===== src/rtl/memory_port_arbiter.sv =====
// Shares one single-port synchronous RAM between the instruction-fetch port and the load/store port.
// Optional build macro ROUND_ROBIN_EN alternates the winner under contention; default is data-over-fetch.
module memory_port_arbiter #(
   parameter int READ_LATENCY  = 1,
   parameter int ADDRESS_WIDTH = 32
) (
   input  logic                     clk,
   input  logic                     reset,
   input  logic                     fetch_request,
   input  logic [ADDRESS_WIDTH-1:0] fetch_address,
   output logic                     fetch_grant,
   output logic                     fetch_done,
   output logic [31:0]              fetch_data,
   input  logic                     data_request,
   input  logic [ADDRESS_WIDTH-1:0] data_address,
   input  logic [2:0]               data_write_sections,
   input  logic [31:0]              data_write_value,
   output logic                     data_grant,
   output logic                     data_done,
   output logic [31:0]              data_read_value,
   output logic                     memory_enable,
   output logic [ADDRESS_WIDTH-1:0] memory_address,
   output logic [2:0]               memory_write_sections,
   output logic [31:0]              memory_write_value,
   input  logic [31:0]              memory_read_value
);

   localparam int CNT_W = (READ_LATENCY < 2) ? 1 : $clog2(READ_LATENCY + 1);

   typedef enum logic [1:0] {IDLE, ACCESS, WAIT, DONE} state_t;

   state_t                   state, state_nxt;
   logic                     owner_data, owner_data_nxt;
   logic [CNT_W-1:0]         wait_cnt, wait_cnt_nxt;
   logic                     data_wins;

   logic                     fetch_grant_nxt, fetch_done_nxt;
   logic [31:0]              fetch_data_nxt;
   logic                     data_grant_nxt, data_done_nxt;
   logic [31:0]              data_read_value_nxt;
   logic                     memory_enable_nxt;
   logic [ADDRESS_WIDTH-1:0] memory_address_nxt;
   logic [2:0]               memory_write_sections_nxt;
   logic [31:0]              memory_write_value_nxt;

`ifdef ROUND_ROBIN_EN
   // Remembers who was served last; on contention the other port goes next.
   logic last_owner_data;

   always_ff @(posedge clk or posedge reset) begin
      if (reset)
         last_owner_data <= 1'b0;
      else if (state == ACCESS)
         last_owner_data <= owner_data;
   end

   assign data_wins = data_request & (~fetch_request | ~last_owner_data);
`else
   assign data_wins = data_request;
`endif

   always_ff @(posedge clk or posedge reset) begin
      if (reset) begin
         state                 <= IDLE;
         owner_data            <= 1'b0;
         wait_cnt              <= '0;
         fetch_grant           <= 1'b0;
         fetch_done            <= 1'b0;
         fetch_data            <= '0;
         data_grant            <= 1'b0;
         data_done             <= 1'b0;
         data_read_value       <= '0;
         memory_enable         <= 1'b0;
         memory_address        <= '0;
         memory_write_sections <= '0;
         memory_write_value    <= '0;
      end else begin
         state                 <= state_nxt;
         owner_data            <= owner_data_nxt;
         wait_cnt              <= wait_cnt_nxt;
         fetch_grant           <= fetch_grant_nxt;
         fetch_done            <= fetch_done_nxt;
         fetch_data            <= fetch_data_nxt;
         data_grant            <= data_grant_nxt;
         data_done             <= data_done_nxt;
         data_read_value       <= data_read_value_nxt;
         memory_enable         <= memory_enable_nxt;
         memory_address        <= memory_address_nxt;
         memory_write_sections <= memory_write_sections_nxt;
         memory_write_value    <= memory_write_value_nxt;
      end
   end

   // Every output is a register, so each transition computes next cycle's output values.
   always_comb begin
      state_nxt                 = state;
      owner_data_nxt            = owner_data;
      wait_cnt_nxt              = wait_cnt;
      fetch_grant_nxt           = 1'b0;
      fetch_done_nxt            = 1'b0;
      fetch_data_nxt            = fetch_data;
      data_grant_nxt            = 1'b0;
      data_done_nxt             = 1'b0;
      data_read_value_nxt       = data_read_value;
      memory_enable_nxt         = 1'b0;
      memory_address_nxt        = memory_address;
      memory_write_sections_nxt = 3'b000;
      memory_write_value_nxt    = memory_write_value;

      unique case (state)
         IDLE: begin
            if (fetch_request | data_request) begin
               state_nxt         = ACCESS;
               owner_data_nxt    = data_wins;
               memory_enable_nxt = 1'b1;
               if (data_wins) begin
                  data_grant_nxt            = 1'b1;
                  memory_address_nxt        = data_address;
                  memory_write_sections_nxt = data_write_sections;
                  memory_write_value_nxt    = data_write_value;
               end else begin
                  fetch_grant_nxt    = 1'b1;
                  memory_address_nxt = fetch_address;
               end
            end
         end
         ACCESS: begin
            if (memory_write_sections != 3'b000) begin
               state_nxt      = DONE;
               data_done_nxt  = owner_data;
               fetch_done_nxt = ~owner_data;
            end else begin
               state_nxt    = WAIT;
               wait_cnt_nxt = CNT_W'(READ_LATENCY);
            end
         end
         WAIT: begin
            if (wait_cnt == CNT_W'(1)) begin
               state_nxt = DONE;
               if (owner_data) begin
                  data_done_nxt       = 1'b1;
                  data_read_value_nxt = memory_read_value;
               end else begin
                  fetch_done_nxt = 1'b1;
                  fetch_data_nxt = memory_read_value;
               end
            end else begin
               wait_cnt_nxt = wait_cnt - CNT_W'(1);
            end
         end
         DONE: begin
            state_nxt = IDLE;
         end
         default: begin
            state_nxt = IDLE;
         end
      endcase
   end

endmodule


===== config.mk =====
export PLATFORM = sky130hd
export DESIGN_NAME = memory_port_arbiter
export DESIGN_NICKNAME = d
export VERILOG_FILES = /design/src/rtl/memory_port_arbiter.sv
export SDC_FILE = /design/constraint.sdc
export NUM_CORES = 1
export LEC_CHECK = 0
export CELL_PAD_IN_SITES_DETAIL_PLACEMENT = 1
export CELL_PAD_IN_SITES_GLOBAL_PLACEMENT = 2
export CORE_ASPECT_RATIO = 0.7
export CORE_MARGIN = 5
export CORE_UTILIZATION = 24
export CTS_BUF_LIST = sky130_fd_sc_hd__clkbuf_8
export DETAILED_ROUTE_END_ITERATION = 12
export PLACE_DENSITY_LB_ADDON = 0.15
export RECOVER_POWER = 25
export SETUP_SLACK_MARGIN = 0.1
export SYNTH_ARGS = -nofsm -noshare
export SYNTH_HDL_FRONTEND = slang
export SYNTH_SLANG_ARGS = --single-unit

===== constraint.sdc =====
create_clock -name clk -period 4.1 [get_ports clk]
set_input_delay 0.41 -clock clk [delete_from_list [all_inputs] [get_ports clk]]
set_output_delay 0.41 -clock clk [all_outputs]
set_load 0.02 [all_outputs]

### Placed standard cells

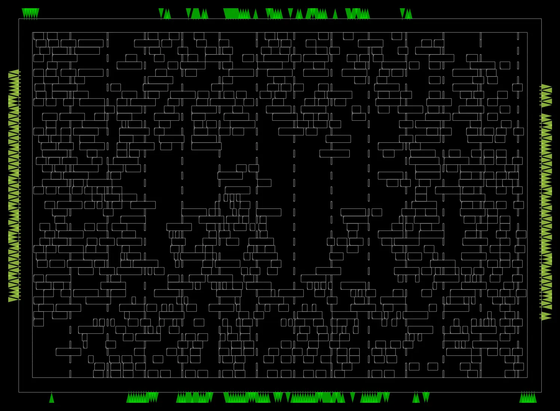
row count: 47
Fillers: 2515
registers: 140
core area: 23400 sq um

==> changes_impl.md <==
### Metrics

- Period minus WS final: between 2 and 3 ns
- Layout cell share with drive strength beyond 1: about a fifth
- Warnings from Yosys: 0
- H-Tree Level Count: 4
- Arrival time worst endpoint: approximately 2.7 ns
- Number of max-cap violations: 1
- Vias after detailed routing: between 4k and 5k
- Chip area: 26800 sq um
- Hold Crit Start: memory_address[5]$_DFFE_PP0P_
- Status: finished with violations
- Min-Delay Path Depth: 2
- Register share of total power: 33.2%
- CTS Buf Count: 17
- Clock Pin Slew Worst Setup and Hold Paths: 0.08 ns
- ANT nets after route: 0
- Combinational share of power: between 50% and 60%
- Worst clock skew: 0.0183 ns
- Worst r2r src: state[0]$_DFFE_PP0P_
- DRC violations left: 0
- Initial DRC count: 97
- Post-synth top area cell: dfrtp_1
- Setup-failing EPs final: 0
- Startpoint class of the critical path: primary input
- Design area: 9070 sq um
- Synth-to-layout area growth: 60.6%
- Max-slew violation count: between 80 and 90
- Power Internal: 4690 uW
- Cts hold-fix bufs: 0
- Worst min path class: flop to flop
- Post-synth cell types: 26
- I/O pins: 271
- Antenna violations before repair: 0
- Cell Area, Synth: 5650 sq um
- F_max: between 300 and 400 MHz
- Failing checks: capacitance limit, slew limit
- Switching Share: 36.5%
- Crit path required time: 4.19 ns
- Clk_lat worst skew: between 0.4 and 0.5 ns
- Max-area cell share: 62.0%
- GRT Residual Overflow: 0
### Where the registers sit

The bar under the picture is 50 um long.
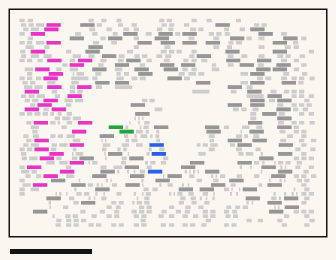
colour	name in the netlist	sequential cells
magenta	`memory_write_value`	32
green	`state`	2
blue	`memory_write_sections`	3
not coloured	103
Final Util: 38.8%
Seq area share: 38.6%

-- how the worst max path moves through the flow --
stage                                     from                               to  cells past startpoint
after CTS                 state[0]$_DFFE_PP0P_  data_read_value[26]$_DFFE_PP0P_                      4
final                                    reset   data_read_value[8]$_DFFE_PP0P_                      3
after global routing                     reset    memory_address[0]$_DFFE_PP0P_                      3
after detailed placement         fetch_request    memory_address[7]$_DFFE_PP0P_                      4
after global placement           fetch_request    memory_address[1]$_DFFE_PP0P_                      4
after floorplan                          reset              data_done$_DFF_PP0_                      1
-- layer usage --
metal | track usage, % | wire length [um] | share of wire, %
met1 | 16.5 | 7700 | 44
met2 | 20.4 | 8080 | 47
met5 | 0 | 0 | 0
met4 | 3.24 | 170 | 0.98
met3 | 5.98 | 1410 | 8.1
-- power by group through the flow --
stage / clock network [uW] / registers [uW] / logic (uW)
3_3_place_gp: 0 / 2450 / 3730
6_report: 1220 / 2450 / 3710
3_5_place_dp: 0 / 2470 / 3790
2_1_floorplan: 0 / 3240 / 1160
4_1_cts: 1290 / 2460 / 3790
5_1_grt: 1340 / 2540 / 3970
-- cells in the mapped netlist --
master,instances
inv_1,6
nand2_4,1
o21ai_0,26
buf_4,1
nand2_1,35
or4_1,1
o21ai_2,1
o31ai_1,1
o22a_1,1
a31oi_1,1
nand2b_1,2
buf_6,6
buf_2,12
nor2_1,5
mux2_1,1
o21ai_1,7
and3_1,3
ha_1,3
a21boi_1,1
mux2i_1,32
mux2_4,28
nand3_1,1
clkbuf_1,1
dfrtp_1,140
mux2_2,68
nand3_2,2
-- state kept, by name, indices dropped and copies added (netlist names) --
register,count
fetch_data,32
owner_data,1
fetch_done,1
memory_address,32
memory_write_value,32
data_read_value,32
data_done,1
wait_cnt,1
memory_enable,1
state,2
fetch_grant,1
memory_write_sections,3
data_grant,1
-- layout by cell type, fill, tap and decap left out, drive strengths merged --
cell,count
a21boi,1
a31oi,1
and3,3
buf,4
bufinv,4
clkbuf,18
clkdlybuf4s50,268
clkinvlp,5
dfrtp,140
dlygate4sd3,1
ha,3
inv,12
mux2,97
mux2i,32
nand2,36
nand2b,2
nand3,3
nor2,5
o21ai,34
o22a,1
o31ai,1
or4,1
-- cell type report --
type | count | area, sq um | share of cell area, %
clock buffers | 17 | 234 | 2.58
clock inverters | 15 | 196 | 2.16
inverters | 6 | 26.3 | 0.290
multi-input cells | 220 | 1990 | 21.9
flip-flops and latches | 140 | 3500 | 38.6
well taps | 318 | 398 | 4.38
repair buffers | 274 | 2730 | 30.0
-- kinds of logic after synthesis --
family,count (synthesis),synth area share [%]
adder cells (fa/ha/maj),3,0.665
AND-OR/OR-AND,38,3.61
buffers and inverters,26,2.86
multiplexers,129,26.9
AND/OR/NAND/NOR,50,3.99
flip-flops,140,62.0
-- per-stage QoR --
stage	hold WS (ns)	util, %	setup slack, ns	power (uW)
after CTS	0.489	38.8	1.75	7550
after global placement	0.467	36.9	1.80	6180
after floorplan	0.460	-	1.94	4400
final	0.483	38.8	1.52	7380
after detailed placement	0.470	36.9	1.73	6260
after global routing	0.518	38.8	1.01	7850
-- worst max-delay path, stage by stage --
cell and delay (ns):
dlygate4sd3_1 0.57, clkinvlp_4 0.08, clkbuf_2 1.55
Power and IR drop assume default switching activity.
